--- config.mk ---
export PLATFORM = sky130hd
export DESIGN_NAME = hazard_forward_unit
export DESIGN_NICKNAME = d
export VERILOG_FILES = /design/src/rtl/hazard_forward_unit.sv
export SDC_FILE = /design/constraint.sdc
export NUM_CORES = 1
export LEC_CHECK = 0
export CAP_MARGIN = 20
export CORE_MARGIN = 2
export CORE_UTILIZATION = 49
export DETAILED_ROUTE_END_ITERATION = 16
export MAX_ROUTING_LAYER = met4
export PLACE_DENSITY = 0.82
export SLEW_MARGIN = 40
export SYNTH_ARGS = -nofsm -noshare
export SYNTH_HDL_FRONTEND = slang
export SYNTH_SLANG_ARGS = --single-unit
--- constraint.sdc ---
create_clock -name clk -period 2.68 [get_ports clk]
set_input_delay 0.67 -clock clk [delete_from_list [all_inputs] [get_ports clk]]
set_output_delay 0.67 -clock clk [all_outputs]
set_load 0.01 [all_outputs]
--- src/rtl/hazard_forward_unit.sv ---
// Decode-stage hazard detector and forward-select generator.
// It remembers the destinations of the three instructions ahead of ID
// (entering EX, in MEM, in WB). For each ID source operand it registers a
// select code for the EX operand mux. It also raises a one-cycle stall when
// the ID instruction reads the result of a load that is just entering EX.
module hazard_forward_unit #(
  parameter int REG_W  = 6,
  parameter int CODE_W = 3
) (
  input  logic              clk,
  input  logic              reset_n,
  input  logic              valid_id,
  input  logic [REG_W-1:0]  rs1_id,
  input  logic [REG_W-1:0]  rs2_id,
  input  logic              use_rs1,
  input  logic              use_rs2,
  input  logic [REG_W-1:0]  rd_id,
  input  logic              reg_write_id,
  input  logic              mem_read_id,
  input  logic              flush,
  output logic [CODE_W-1:0] forward_data,
  output logic [CODE_W-1:0] forward_data2,
  output logic              stall
);

  // Forward-mux select encodings. 010 and 100 are deliberately unused.
  localparam logic [CODE_W-1:0] SEL_RF      = CODE_W'(3'b000);
  localparam logic [CODE_W-1:0] SEL_EXE     = CODE_W'(3'b001);
  localparam logic [CODE_W-1:0] SEL_MEM_ALU = CODE_W'(3'b011);
  localparam logic [CODE_W-1:0] SEL_MEM_MEM = CODE_W'(3'b101);
  localparam logic [CODE_W-1:0] SEL_WB      = CODE_W'(3'b110);
  localparam logic [CODE_W-1:0] SEL_BUBBLE  = CODE_W'(3'b111);

  typedef enum logic {ST_RUN = 1'b0, ST_STALL = 1'b1} state_t;

  state_t state_reg;

  // Tracker entries: index 0 = E1 (entering EX), 1 = E2 (MEM), 2 = E3 (WB).
  logic             ent_valid_reg [3];
  logic [REG_W-1:0] ent_rd_reg    [3];
  logic             ent_wr_reg    [3];
  // Only E1 and E2 need the load flag. A load in WB forwards the same way
  // as an ALU result.
  logic             ent_ld_reg    [2];

  logic [CODE_W-1:0] fwd_data_reg;
  logic [CODE_W-1:0] fwd_data2_reg;

  // Per-operand views of the ID sources so that both operands share one
  // generate body.
  logic [REG_W-1:0]  src       [2];
  logic              src_use   [2];
  logic              load_use_op [2];
  logic [CODE_W-1:0] fwd_next  [2];

  assign src[0]     = rs1_id;
  assign src[1]     = rs2_id;
  assign src_use[0] = use_rs1;
  assign src_use[1] = use_rs2;

  // Load-use stall is only raised in RUN. A flush kills the instruction, so
  // there is nothing to wait for. The stall is also held low during reset.
  assign stall = reset_n & (state_reg == ST_RUN) & valid_id & ~flush &
                 (load_use_op[0] | load_use_op[1]);

  genvar gi;
  for (gi = 0; gi < 2; gi++) begin : g_op
    logic [2:0]        hit;
    logic [CODE_W-1:0] op_code;

    // Compare this source against every valid, writing tracker entry.
    // x0 is hard-wired zero, so it never matches.
    always_comb begin
      hit = '0;
      for (int k = 0; k < 3; k++) begin
        hit[k] = ent_valid_reg[k] & ent_wr_reg[k] &
                 (ent_rd_reg[k] == src[gi]) & (src[gi] != '0) & src_use[gi];
      end
    end

    assign load_use_op[gi] = hit[0] & ent_ld_reg[0];

    // The youngest producer wins. A load still in E1 cannot forward yet,
    // so that case becomes a bubble.
    always_comb begin
      op_code = SEL_RF;
      if (hit[0])      op_code = ent_ld_reg[0] ? SEL_BUBBLE : SEL_EXE;
      else if (hit[1]) op_code = ent_ld_reg[1] ? SEL_MEM_MEM : SEL_MEM_ALU;
      else if (hit[2]) op_code = SEL_WB;
    end

    // Flush and load-use both turn the EX instruction into a bubble.
    // An empty ID slot uses the register file value.
    always_comb begin
      fwd_next[gi] = op_code;
      if (flush | stall) fwd_next[gi] = SEL_BUBBLE;
      else if (!valid_id) fwd_next[gi] = SEL_RF;
    end
  end

  // Advance the tracker and register the selects once per cycle.
  always_ff @(posedge clk or negedge reset_n) begin
    if (!reset_n) begin
      for (int k = 0; k < 3; k++) begin
        ent_valid_reg[k] <= 1'b0;
        ent_rd_reg[k]    <= '0;
        ent_wr_reg[k]    <= 1'b0;
      end
      ent_ld_reg[0] <= 1'b0;
      ent_ld_reg[1] <= 1'b0;
      fwd_data_reg  <= SEL_RF;
      fwd_data2_reg <= SEL_RF;
    end else begin
      ent_valid_reg[2] <= ent_valid_reg[1];
      ent_rd_reg[2]    <= ent_rd_reg[1];
      ent_wr_reg[2]    <= ent_wr_reg[1];
      ent_valid_reg[1] <= ent_valid_reg[0];
      ent_rd_reg[1]    <= ent_rd_reg[0];
      ent_wr_reg[1]    <= ent_wr_reg[0];
      ent_ld_reg[1]    <= ent_ld_reg[0];
      ent_valid_reg[0] <= valid_id & ~stall & ~flush;
      ent_rd_reg[0]    <= rd_id;
      ent_wr_reg[0]    <= reg_write_id;
      ent_ld_reg[0]    <= mem_read_id;
      fwd_data_reg     <= fwd_next[0];
      fwd_data2_reg    <= fwd_next[1];
    end
  end

  // STALL lasts exactly one cycle; a flush always returns to RUN.
  always_ff @(posedge clk or negedge reset_n) begin
    if (!reset_n) begin
      state_reg <= ST_RUN;
    end else begin
      case (state_reg)
        ST_RUN:   state_reg <= (stall & ~flush) ? ST_STALL : ST_RUN;
        ST_STALL: state_reg <= ST_RUN;
        default:  state_reg <= ST_RUN;
      endcase
    end
  end

  assign forward_data  = fwd_data_reg;
  assign forward_data2 = fwd_data2_reg;

endmodule

**Cell density map**

Bar = 20 um. The die is cut into 12 by 12 equal tiles; dark blue is low, red is high, 0 to 100% covered.
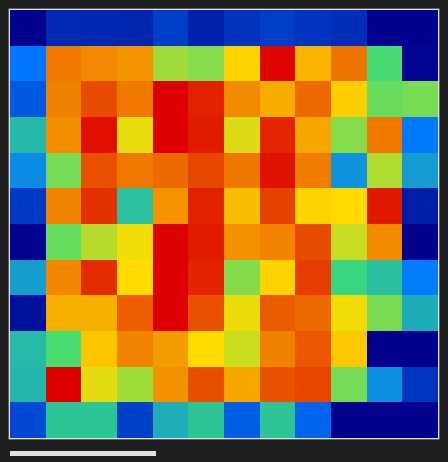
7.6% of the tiles are nearly empty. The densest ninth of the die: centre. The emptiest ninth of the die: south-east. 49% of the tiles are over 75% full. The fullest tile reaches 100%.
Core Util, Final: 0.7569
floorplan utilization: 0.5219
core footprint: 2805 um2

**Signal metal coverage by tile**

Bar = 20 um. The die is cut into 12 by 12 equal tiles; dark blue is low, red is high, scaled to the fullest tile. Values are wire area over tile area, all layers added.
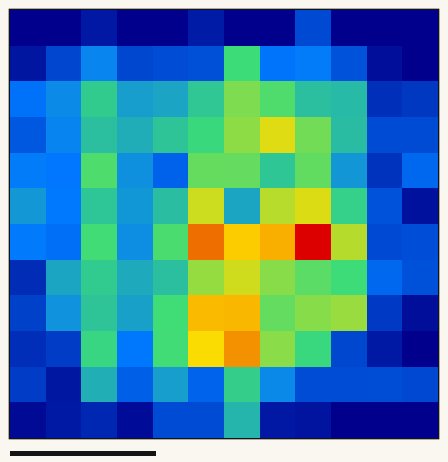
The mean over all tiles is 0.17. 24% of the tiles are over half the peak. The fullest tile reaches 0.55. 9.7% of the tiles are nearly empty. The densest ninth of the die: centre.
final WL: 3659 um
Via Count: 1197
GRT Overall Usage: 0.2472
wire per inst: 16.56 um

**Congestion heat map**

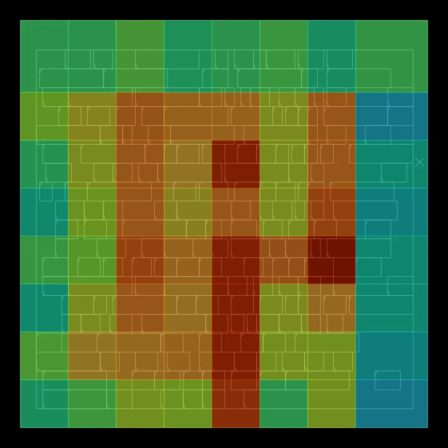
GR Util met2: 0.4205
met3 usage: 0.09451
GR Layer Usage met1: 0.2467
global route hottest layer: met2

==> impl_metrics.ini <==
; implementation run metrics
[power_and_ir_drop]
vdd_drop_max_v = 0.0004134
swShare = 0.2767
p_leak_nw = 0.9326
p_int_mw = 0.7125
seqPwrFrac = 0.549

[logic_synthesis]
xor_area_frac = 0.2154
common_cells = dfrtp_1 (33), xor2_1 (28), nand2_1 (10)
synth_cells = 119
ys_warn_count = 0
ys.flop_type = dfrtp_1
aoi_share = 0.07009

[routing]
route.detailed.drc = 1
routed.top_layer = met4
drt-initial-drc-count = 14

[floorplan]
dieHeight_um = 58.66
rows = 19

[timing]
post-route-period-util = 1.025
slew_violations = 0
setup_viol = 1
worst_slack_ps = -68.24
worst_slew_pin_slew_ps = 399.4
hold_slack_ps = 388.8
relSlewSlack = 0.7313

[critical_path]
cp.required_ps = 2010
worstSetupPathType = in -> out
crit_chain = buf_6, xor2_1, or4_1, or3_4, a21oi_4, buf_6
critPathMaxStageDelay_ps = 530
cp.buffers_inverters = 2
ff2ff_setup_slack_ps = 550
crit_top_cell = buf_6
critPathTopFamily = simple AND/OR/NAND/NOR gates
cp_max_fo = 2

[layout]
sh_comb_area = 0.3076
design_area_um2 = 2123
seq_cells = 33
area_growth_pct = 45.04
nets = 215
non_clock_buffer_count = 63

[run_status]
violations = DRC, setup timing
status = finished, violations left

[placement]
dp.cells = 210
dp_hpwl_um = 2712

[hold_path]
hold_start = ent_wr_reg[2]$_DFF_PN0_
holdPathStages = 0
hold_path_class = reg -> reg

[grt]
grt_pass1_vias = 1293

[clocking]
ctsResizeCount = 30
